### src/rtl/pipe_pkg.sv
// Shared definitions for the pipeline hazard controller: opcodes, forward
// selects, FSM state encoding and operand-use decode.
package pipe_pkg;

    localparam logic [3:0] OP_NOP   = 4'h0;
    localparam logic [3:0] OP_ADD   = 4'h1;
    localparam logic [3:0] OP_SUB   = 4'h2;
    localparam logic [3:0] OP_AND   = 4'h3;
    localparam logic [3:0] OP_OR    = 4'h4;
    localparam logic [3:0] OP_XOR   = 4'h5;
    localparam logic [3:0] OP_ADDI  = 4'h8;
    localparam logic [3:0] OP_LOAD  = 4'hA;
    localparam logic [3:0] OP_STORE = 4'hB;
    localparam logic [3:0] OP_MUL   = 4'hC;
    localparam logic [3:0] OP_BEQ   = 4'hE;
    localparam logic [3:0] OP_JMP   = 4'hF;

    localparam logic [1:0] FWD_RF    = 2'b00;
    localparam logic [1:0] FWD_EXMEM = 2'b01;
    localparam logic [1:0] FWD_MEMWB = 2'b10;

    typedef enum logic {
        S_RUN = 1'b0,
        S_MUL = 1'b1
    } state_t;

    function automatic logic uses_rs(input logic [3:0] op);
        return (op != OP_NOP) && (op != OP_JMP);
    endfunction

    function automatic logic uses_rt(input logic [3:0] op);
        case (op)
            OP_ADD, OP_SUB, OP_AND, OP_OR, OP_XOR,
            OP_STORE, OP_MUL, OP_BEQ: return 1'b1;
            default:                  return 1'b0;
        endcase
    endfunction

endpackage

### src/rtl/pipe_hazard_ctrl_if.sv
// Signal bundle between the pipeline registers (master) and the hazard
// controller (slave).
interface pipe_hazard_if #(
    parameter int CNT_W = 16
);
    logic             id_valid;
    logic [3:0]       id_opcode;
    logic [2:0]       id_rs;
    logic [2:0]       id_rt;
    logic [3:0]       ex_opcode;
    logic [2:0]       ex_rs;
    logic [2:0]       ex_rt;
    logic [2:0]       ex_rd;
    logic             mem_we;
    logic [2:0]       mem_rd;
    logic             wb_we;
    logic [2:0]       wb_rd;
    logic             branch_taken;
    logic             stall_if;
    logic             stall_id;
    logic             stall_ex;
    logic             flush_if_id;
    logic             flush_id_ex;
    logic [1:0]       fwd_a;
    logic [1:0]       fwd_b;
    logic             mul_busy;
    logic [CNT_W-1:0] stall_cnt;

    modport master (
        output id_valid, id_opcode, id_rs, id_rt,
        output ex_opcode, ex_rs, ex_rt, ex_rd,
        output mem_we, mem_rd, wb_we, wb_rd, branch_taken,
        input  stall_if, stall_id, stall_ex, flush_if_id, flush_id_ex,
        input  fwd_a, fwd_b, mul_busy, stall_cnt
    );

    modport slave (
        input  id_valid, id_opcode, id_rs, id_rt,
        input  ex_opcode, ex_rs, ex_rt, ex_rd,
        input  mem_we, mem_rd, wb_we, wb_rd, branch_taken,
        output stall_if, stall_id, stall_ex, flush_if_id, flush_id_ex,
        output fwd_a, fwd_b, mul_busy, stall_cnt
    );
endinterface

### src/rtl/pipe_fwd_unit.sv
// EX-stage forwarding select for one operand; EX/MEM wins over MEM/WB and
// register 0 never forwards.
module pipe_fwd_unit
    import pipe_pkg::*;
(
    input  logic [2:0] i_src,
    input  logic       i_mem_we,
    input  logic [2:0] i_mem_rd,
    input  logic       i_wb_we,
    input  logic [2:0] i_wb_rd,
    output logic [1:0] o_fwd
);

    always_comb begin
        o_fwd = FWD_RF;
        if (i_mem_we && (i_mem_rd != 3'd0) && (i_mem_rd == i_src))
            o_fwd = FWD_EXMEM;
        else if (i_wb_we && (i_wb_rd != 3'd0) && (i_wb_rd == i_src))
            o_fwd = FWD_MEMWB;
    end

endmodule

### src/rtl/pipe_hazard_ctrl.sv
// Hazard controller for the 5-stage pipeline: stall/flush generation,
// operand forwarding, MUL occupancy sequencing and stall-cycle counting.
module pipe_hazard_ctrl
    import pipe_pkg::*;
#(
    parameter int MUL_LAT = 4,
    parameter int CNT_W   = 16
) (
    input  logic          clk,
    input  logic          rstn,
    pipe_hazard_if.slave  bus
);

    localparam int          CW       = (MUL_LAT > 2) ? $clog2(MUL_LAT) : 1;
    localparam logic [CW-1:0] CNT_LOAD = CW'(MUL_LAT - 2);

    state_t            r_state;
    logic [CW-1:0]     r_cnt;
    logic              r_busy;
    logic [CNT_W-1:0]  r_stall_cnt;

    logic              w_mul_start;
    logic              w_mul_hold;
    logic              w_load_use;
    logic              w_stall_fe;
    logic              w_stall_ex;
    logic [1:0]        w_fwd_a;
    logic [1:0]        w_fwd_b;

    pipe_fwd_unit u_fwd_a (
        .i_src    (bus.ex_rs),
        .i_mem_we (bus.mem_we),
        .i_mem_rd (bus.mem_rd),
        .i_wb_we  (bus.wb_we),
        .i_wb_rd  (bus.wb_rd),
        .o_fwd    (w_fwd_a)
    );

    pipe_fwd_unit u_fwd_b (
        .i_src    (bus.ex_rt),
        .i_mem_we (bus.mem_we),
        .i_mem_rd (bus.mem_rd),
        .i_wb_we  (bus.wb_we),
        .i_wb_rd  (bus.wb_rd),
        .o_fwd    (w_fwd_b)
    );

    // Branch beats everything; MUL and load-use are only looked for in S_RUN.
    assign w_mul_start = (r_state == S_RUN) && !bus.branch_taken
                         && (bus.ex_opcode == OP_MUL);
    assign w_mul_hold  = (r_state == S_MUL) && !bus.branch_taken
                         && (r_cnt != '0);
    assign w_load_use  = (r_state == S_RUN) && !bus.branch_taken
                         && (bus.ex_opcode == OP_LOAD) && (bus.ex_rd != 3'd0)
                         && bus.id_valid
                         && ((uses_rs(bus.id_opcode) && (bus.ex_rd == bus.id_rs))
                          || (uses_rt(bus.id_opcode) && (bus.ex_rd == bus.id_rt)));

    assign w_stall_ex = w_mul_start || w_mul_hold;
    assign w_stall_fe = w_stall_ex || w_load_use;

    assign bus.stall_if    = rstn && w_stall_fe;
    assign bus.stall_id    = rstn && w_stall_fe;
    assign bus.stall_ex    = rstn && w_stall_ex;
    assign bus.flush_if_id = rstn && bus.branch_taken;
    assign bus.flush_id_ex = rstn && (bus.branch_taken || w_load_use);
    assign bus.fwd_a       = rstn ? w_fwd_a : FWD_RF;
    assign bus.fwd_b       = rstn ? w_fwd_b : FWD_RF;
    assign bus.mul_busy    = r_busy;
    assign bus.stall_cnt   = r_stall_cnt;

    // The entry cycle is already a stall, so the counter starts at MUL_LAT-2
    // and the final (cnt==0) cycle lets EX advance.
    always_ff @(posedge clk or negedge rstn) begin
        if (!rstn) begin
            r_state <= S_RUN;
            r_cnt   <= '0;
            r_busy  <= 1'b0;
        end else begin
            case (r_state)
                S_RUN: begin
                    if (w_mul_start) begin
                        r_state <= S_MUL;
                        r_cnt   <= CNT_LOAD;
                        r_busy  <= 1'b1;
                    end
                end
                S_MUL: begin
                    if (bus.branch_taken || (r_cnt == '0)) begin
                        r_state <= S_RUN;
                        r_cnt   <= '0;
                        r_busy  <= 1'b0;
                    end else begin
                        r_cnt <= r_cnt - CW'(1);
                    end
                end
                default: begin
                    r_state <= S_RUN;
                    r_cnt   <= '0;
                    r_busy  <= 1'b0;
                end
            endcase
        end
    end

    always_ff @(posedge clk or negedge rstn) begin
        if (!rstn)
            r_stall_cnt <= '0;
        else if (w_stall_fe && (r_stall_cnt != '1))
            r_stall_cnt <= r_stall_cnt + CNT_W'(1);
    end

endmodule

### src/flat_wrapper.sv
// flat-port wrapper written by rule: the top's interface ports become plain ports
module pipe_hazard_ctrl_flat import pipe_pkg::*;
#(
    parameter int MUL_LAT = 4,
    parameter int CNT_W   = 16
)
  (clk, rstn, bus_id_valid, bus_id_opcode, bus_id_rs, bus_id_rt, bus_ex_opcode, bus_ex_rs, bus_ex_rt, bus_ex_rd, bus_mem_we, bus_mem_rd, bus_wb_we, bus_wb_rd, bus_branch_taken, bus_stall_if, bus_stall_id, bus_stall_ex, bus_flush_if_id, bus_flush_id_ex, bus_fwd_a, bus_fwd_b, bus_mul_busy, bus_stall_cnt);
  pipe_hazard_if #(.CNT_W(CNT_W)) bus_i ();
  input  logic clk;
  input  logic rstn;
  input wire logic [$bits(bus_i.id_valid)-1:0] bus_id_valid;
  input wire logic [$bits(bus_i.id_opcode)-1:0] bus_id_opcode;
  input wire logic [$bits(bus_i.id_rs)-1:0] bus_id_rs;
  input wire logic [$bits(bus_i.id_rt)-1:0] bus_id_rt;
  input wire logic [$bits(bus_i.ex_opcode)-1:0] bus_ex_opcode;
  input wire logic [$bits(bus_i.ex_rs)-1:0] bus_ex_rs;
  input wire logic [$bits(bus_i.ex_rt)-1:0] bus_ex_rt;
  input wire logic [$bits(bus_i.ex_rd)-1:0] bus_ex_rd;
  input wire logic [$bits(bus_i.mem_we)-1:0] bus_mem_we;
  input wire logic [$bits(bus_i.mem_rd)-1:0] bus_mem_rd;
  input wire logic [$bits(bus_i.wb_we)-1:0] bus_wb_we;
  input wire logic [$bits(bus_i.wb_rd)-1:0] bus_wb_rd;
  input wire logic [$bits(bus_i.branch_taken)-1:0] bus_branch_taken;
  output wire logic [$bits(bus_i.stall_if)-1:0] bus_stall_if;
  output wire logic [$bits(bus_i.stall_id)-1:0] bus_stall_id;
  output wire logic [$bits(bus_i.stall_ex)-1:0] bus_stall_ex;
  output wire logic [$bits(bus_i.flush_if_id)-1:0] bus_flush_if_id;
  output wire logic [$bits(bus_i.flush_id_ex)-1:0] bus_flush_id_ex;
  output wire logic [$bits(bus_i.fwd_a)-1:0] bus_fwd_a;
  output wire logic [$bits(bus_i.fwd_b)-1:0] bus_fwd_b;
  output wire logic [$bits(bus_i.mul_busy)-1:0] bus_mul_busy;
  output wire logic [$bits(bus_i.stall_cnt)-1:0] bus_stall_cnt;
  assign bus_i.id_valid = bus_id_valid;
  assign bus_i.id_opcode = bus_id_opcode;
  assign bus_i.id_rs = bus_id_rs;
  assign bus_i.id_rt = bus_id_rt;
  assign bus_i.ex_opcode = bus_ex_opcode;
  assign bus_i.ex_rs = bus_ex_rs;
  assign bus_i.ex_rt = bus_ex_rt;
  assign bus_i.ex_rd = bus_ex_rd;
  assign bus_i.mem_we = bus_mem_we;
  assign bus_i.mem_rd = bus_mem_rd;
  assign bus_i.wb_we = bus_wb_we;
  assign bus_i.wb_rd = bus_wb_rd;
  assign bus_i.branch_taken = bus_branch_taken;
  assign bus_stall_if = bus_i.stall_if;
  assign bus_stall_id = bus_i.stall_id;
  assign bus_stall_ex = bus_i.stall_ex;
  assign bus_flush_if_id = bus_i.flush_if_id;
  assign bus_flush_id_ex = bus_i.flush_id_ex;
  assign bus_fwd_a = bus_i.fwd_a;
  assign bus_fwd_b = bus_i.fwd_b;
  assign bus_mul_busy = bus_i.mul_busy;
  assign bus_stall_cnt = bus_i.stall_cnt;
  pipe_hazard_ctrl #(.MUL_LAT(MUL_LAT), .CNT_W(CNT_W)) u_core (.clk(clk), .rstn(rstn), .bus(bus_i));
endmodule
### config.mk
export PLATFORM = sky130hd
export DESIGN_NAME = pipe_hazard_ctrl_flat
export DESIGN_NICKNAME = d
export VERILOG_FILES = /design/src/rtl/pipe_pkg.sv /design/src/rtl/pipe_hazard_ctrl_if.sv /design/src/rtl/pipe_fwd_unit.sv /design/src/rtl/pipe_hazard_ctrl.sv /design/src/flat_wrapper.sv
export SDC_FILE = /design/constraint.sdc
export NUM_CORES = 1
export LEC_CHECK = 0
export CORE_MARGIN = 1
export CORE_UTILIZATION = 30
export DETAILED_ROUTE_END_ITERATION = 10
export GPL_ROUTABILITY_DRIVEN = 0
export PLACE_DENSITY = 0.71
export SYNTH_ARGS = -nofsm -noshare
export SYNTH_HDL_FRONTEND = slang
export SYNTH_HIERARCHICAL = 1
export SYNTH_SLANG_ARGS = --single-unit
### constraint.sdc
create_clock -name clk -period 3.7 [get_ports clk]
set_input_delay 0.74 -clock clk [delete_from_list [all_inputs] [get_ports clk]]
set_output_delay 0.74 -clock clk [all_outputs]
set_load 0.02 [all_outputs]
==> flow_summary.toml <==
# implementation run metrics
[run_status]
outcome = "completed"

[logic_synthesis]
avgSynthCellArea_um2 = 9.60
ys_seq_frac = 0.370
synth_top_cell_by_area = "dfrtp_1"
area_leaders = "dfrtp_1 37%, xnor2_1 13%, xor2_1 5.2%"
synthArstFlopShare = 1.00
synth-seq-cells = 20
yosysWarnings = 6
mux_area_frac = 0.00832
synthAoiAreaFrac = 0.154
ys_cells = 141

[sta]
drv_slew = 0
slew-limit-headroom = 0.664
finalCritPeriodShare = 0.965
rsz0062_at_grt = "false"
holdWs_ns = 0.470
final_hold_viol_count = 0
setup_viol = 0

[critical_path]
critical_path_class = "in -> out"
cpLargestDelayFamily = "simple AND/OR/NAND/NOR gates"
r2r_slack_ns = 1.23
cp.buffers_inverters = 2
start_kind = "input port"
crit_path_max_fanout = 3
cp_cell_sequence = "clkdlybuf4s50_1 -> or4b_4 -> or3_1 -> nor2_1 -> nor2_1 -> nor2b_1 -> dlygate4sd2_1"
r2r_cells = 7
slowest_stage = "or4b_4"

[min_path]
hp-class = "reg -> reg"
worstHoldEndpoint = "u_core/r_cnt[0]"
min_path_cells = 1

[global_route]
grt_pass1_wl_mm = 5.50
grtUsageMet2 = 0.236
grtUsageTotal = 0.138
grt-busiest-layer = "met2"
grt_use_met1 = 0.175
grt_max_degree = 17
grt_pass1_vias = 1250

[clock_tree]
h-tree-depth = 1
cts_sinks = 20
cts_max_path_buffers = 2
cts.reportedPaths.clkPinSlew_ns = 0.07

[finish]
nFillCells = 438
areaGrowthSynthToFinish_pct = 59.4
lay_top_count = "clkdlybuf4s50_1"
drive_gt1_frac = 0.121

[drt]
routed_via_density = 4.81
drt_pre_antenna_iters = 4
route.detailed.drc = 0

[floorplan]
die_area_um2 = 4790

[power_and_ir_drop]
powerDensity_nw_per_um2 = 334

[flow_run]
warning_count = 26
-- stage by stage --
step	setup slack (ns)	util	TNS (ns)	power (mW)	std cells
after floorplan	0.545	-	0	0.386	141
after global placement	-0.150	0.480	-0.408	0.505	263
after detailed placement	-0.165	0.480	-0.449	0.511	263
after CTS	0.108	0.496	0	0.733	267
after global routing	0.000429	0.496	0	0.765	267
final	0.131	0.496	0	0.720	267
-- Yosys cell counts, types with 2 or more instances --
library cell and n:
a211oi_2 2, a21oi_1 2, and2_1 6, and2_2 2, and3_1 3, dfrtp_1 20
ha_1 2, inv_1 6, nand2_1 6, nand2b_1 4, nand3_1 4, nand4_1 9
nor2_1 8, nor2b_1 3, nor3_1 3, o2111a_1 2, o2111ai_1 2, o21ai_0 6
o21ba_2 2, or3_1 4, xnor2_1 20, xor2_1 8
-- kinds of logic after synthesis --
kind of cell	count (synthesis)
flops	20
fa+ha+maj	2
xor+xnor	28
simple gates	56
mux	1
buf+inv	8
compound gates	26
-- how the worst max path moves through the flow --
stage	end	depth (start not counted)	slack (ns)
3_5_place_dp	bus_stall_if	7	-0.17
6_report	bus_stall_if	7	0.13
5_1_grt	bus_stall_if	7	0.0004
2_1_floorplan	bus_stall_if	6	0.55
3_3_place_gp	bus_stall_id	7	-0.15
4_1_cts	bus_stall_if	7	0.11
-- metal layers --
layer | routed length [um] | vias up | share of wire
met2 | 1560 | 35 | 0.49
met5 | 0 | - | 0
met1 | 1440 | 590 | 0.45
li1 | - | 657 | -
met4 | 9 | 0 | 0.0028
met3 | 175 | 2 | 0.055
-- registers in the layout, summed over array words and instances, names as in the netlist --
| register | cells |
|---|---|
| u_core/bus.stall_cnt | 16 |
| u_core/r_state | 1 |
| u_core/bus.mul_busy | 1 |
| u_core/r_cnt | 2 |
-- area by class of cell --
class,instances,area (um^2),area share
clock buffers,3,41.3,0.0191
clock inverters,1,30.0,0.0139
inverters,6,22.5,0.0104
multi-input cells,113,812,0.376
flip-flops and latches,20,500,0.232
well taps,52,65.1,0.0301
repair buffers,72,687,0.318
-- report_power, final --
part / switching (mW) / internal, mW / total (mW) / leakage (nW)
clock: 0.0737 / 0.144 / 0.218 / 0.0357
combinational: 0.100 / 0.128 / 0.229 / 0.578
sequential: 0.0258 / 0.247 / 0.273 / 0.263
total: 0.200 / 0.520 / 0.720 / 0.876
-- repair_timing --
| action | in CTS | in global routing |
|---|---|---|
| hold buffers | 0 | 0 |
| setup buffers | 0 | 0 |
| endpoints found under the setup margin | 3 | 0 |
| endpoints found under the hold margin | 0 | 0 |
| gates resized | 3 | 0 |
==> images/power_grid.png <==
Scale bar: 20 um. Pins as bars on the die edge. Tap cells in gray.
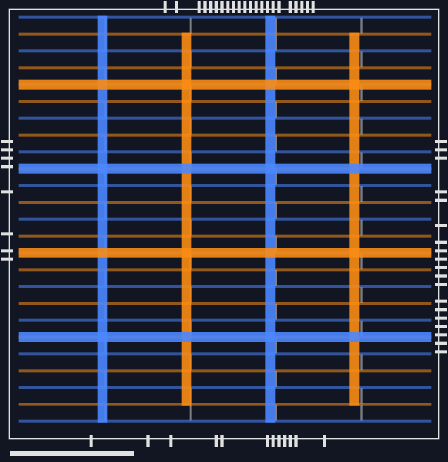
[orange] VDD
[blue] VSS
tap cells: 52
rows: 24
met4 straps: 4
signal pins: 61
met5 straps: 4
chip width: 69.2 um
maximum vdd ir drop: 296 uV

==> images/placement_by_type.png <==
Scale bar: 20 um.
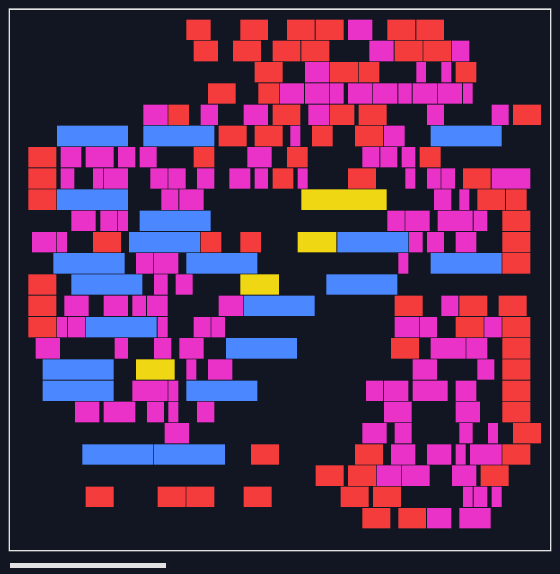
[magenta] combinational and other logic | cells: 119
[blue] sequential cells | cells: 20
[yellow] clock drivers and dummy loads | cells: 4
[red] remaining buffers and delay cells | cells: 72
Seq area share: 0.232
Core ar.: 4350 um^2

==> images/clk_routes.png <==
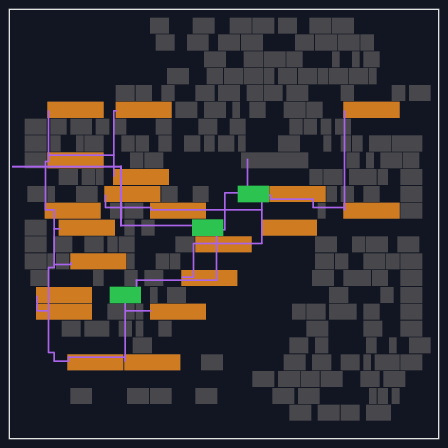
[purple] clock wires | length: 272 um
[orange] flip-flops | count: 20
[green] clock drivers | count: 3
routed clock nets: 4
Clk power: 0.218 mW
Clk pwr share: 0.303
Clock Skews: 0.00534 ns
Late-Pin Clk Latency: 0.26 ns

==> images/wires.png <==
Scale bar: 20 um. Only two layers are drawn.
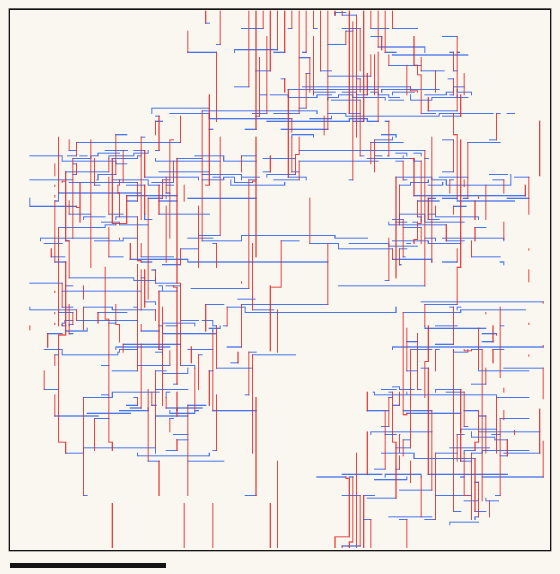
[red] metal 2 | wire length: 1560 um
[blue] metal 1 | wire length: 1440 um
via count: 1284
routed len/inst: 11.9 um

Power is estimated from default activity; no workload was simulated.
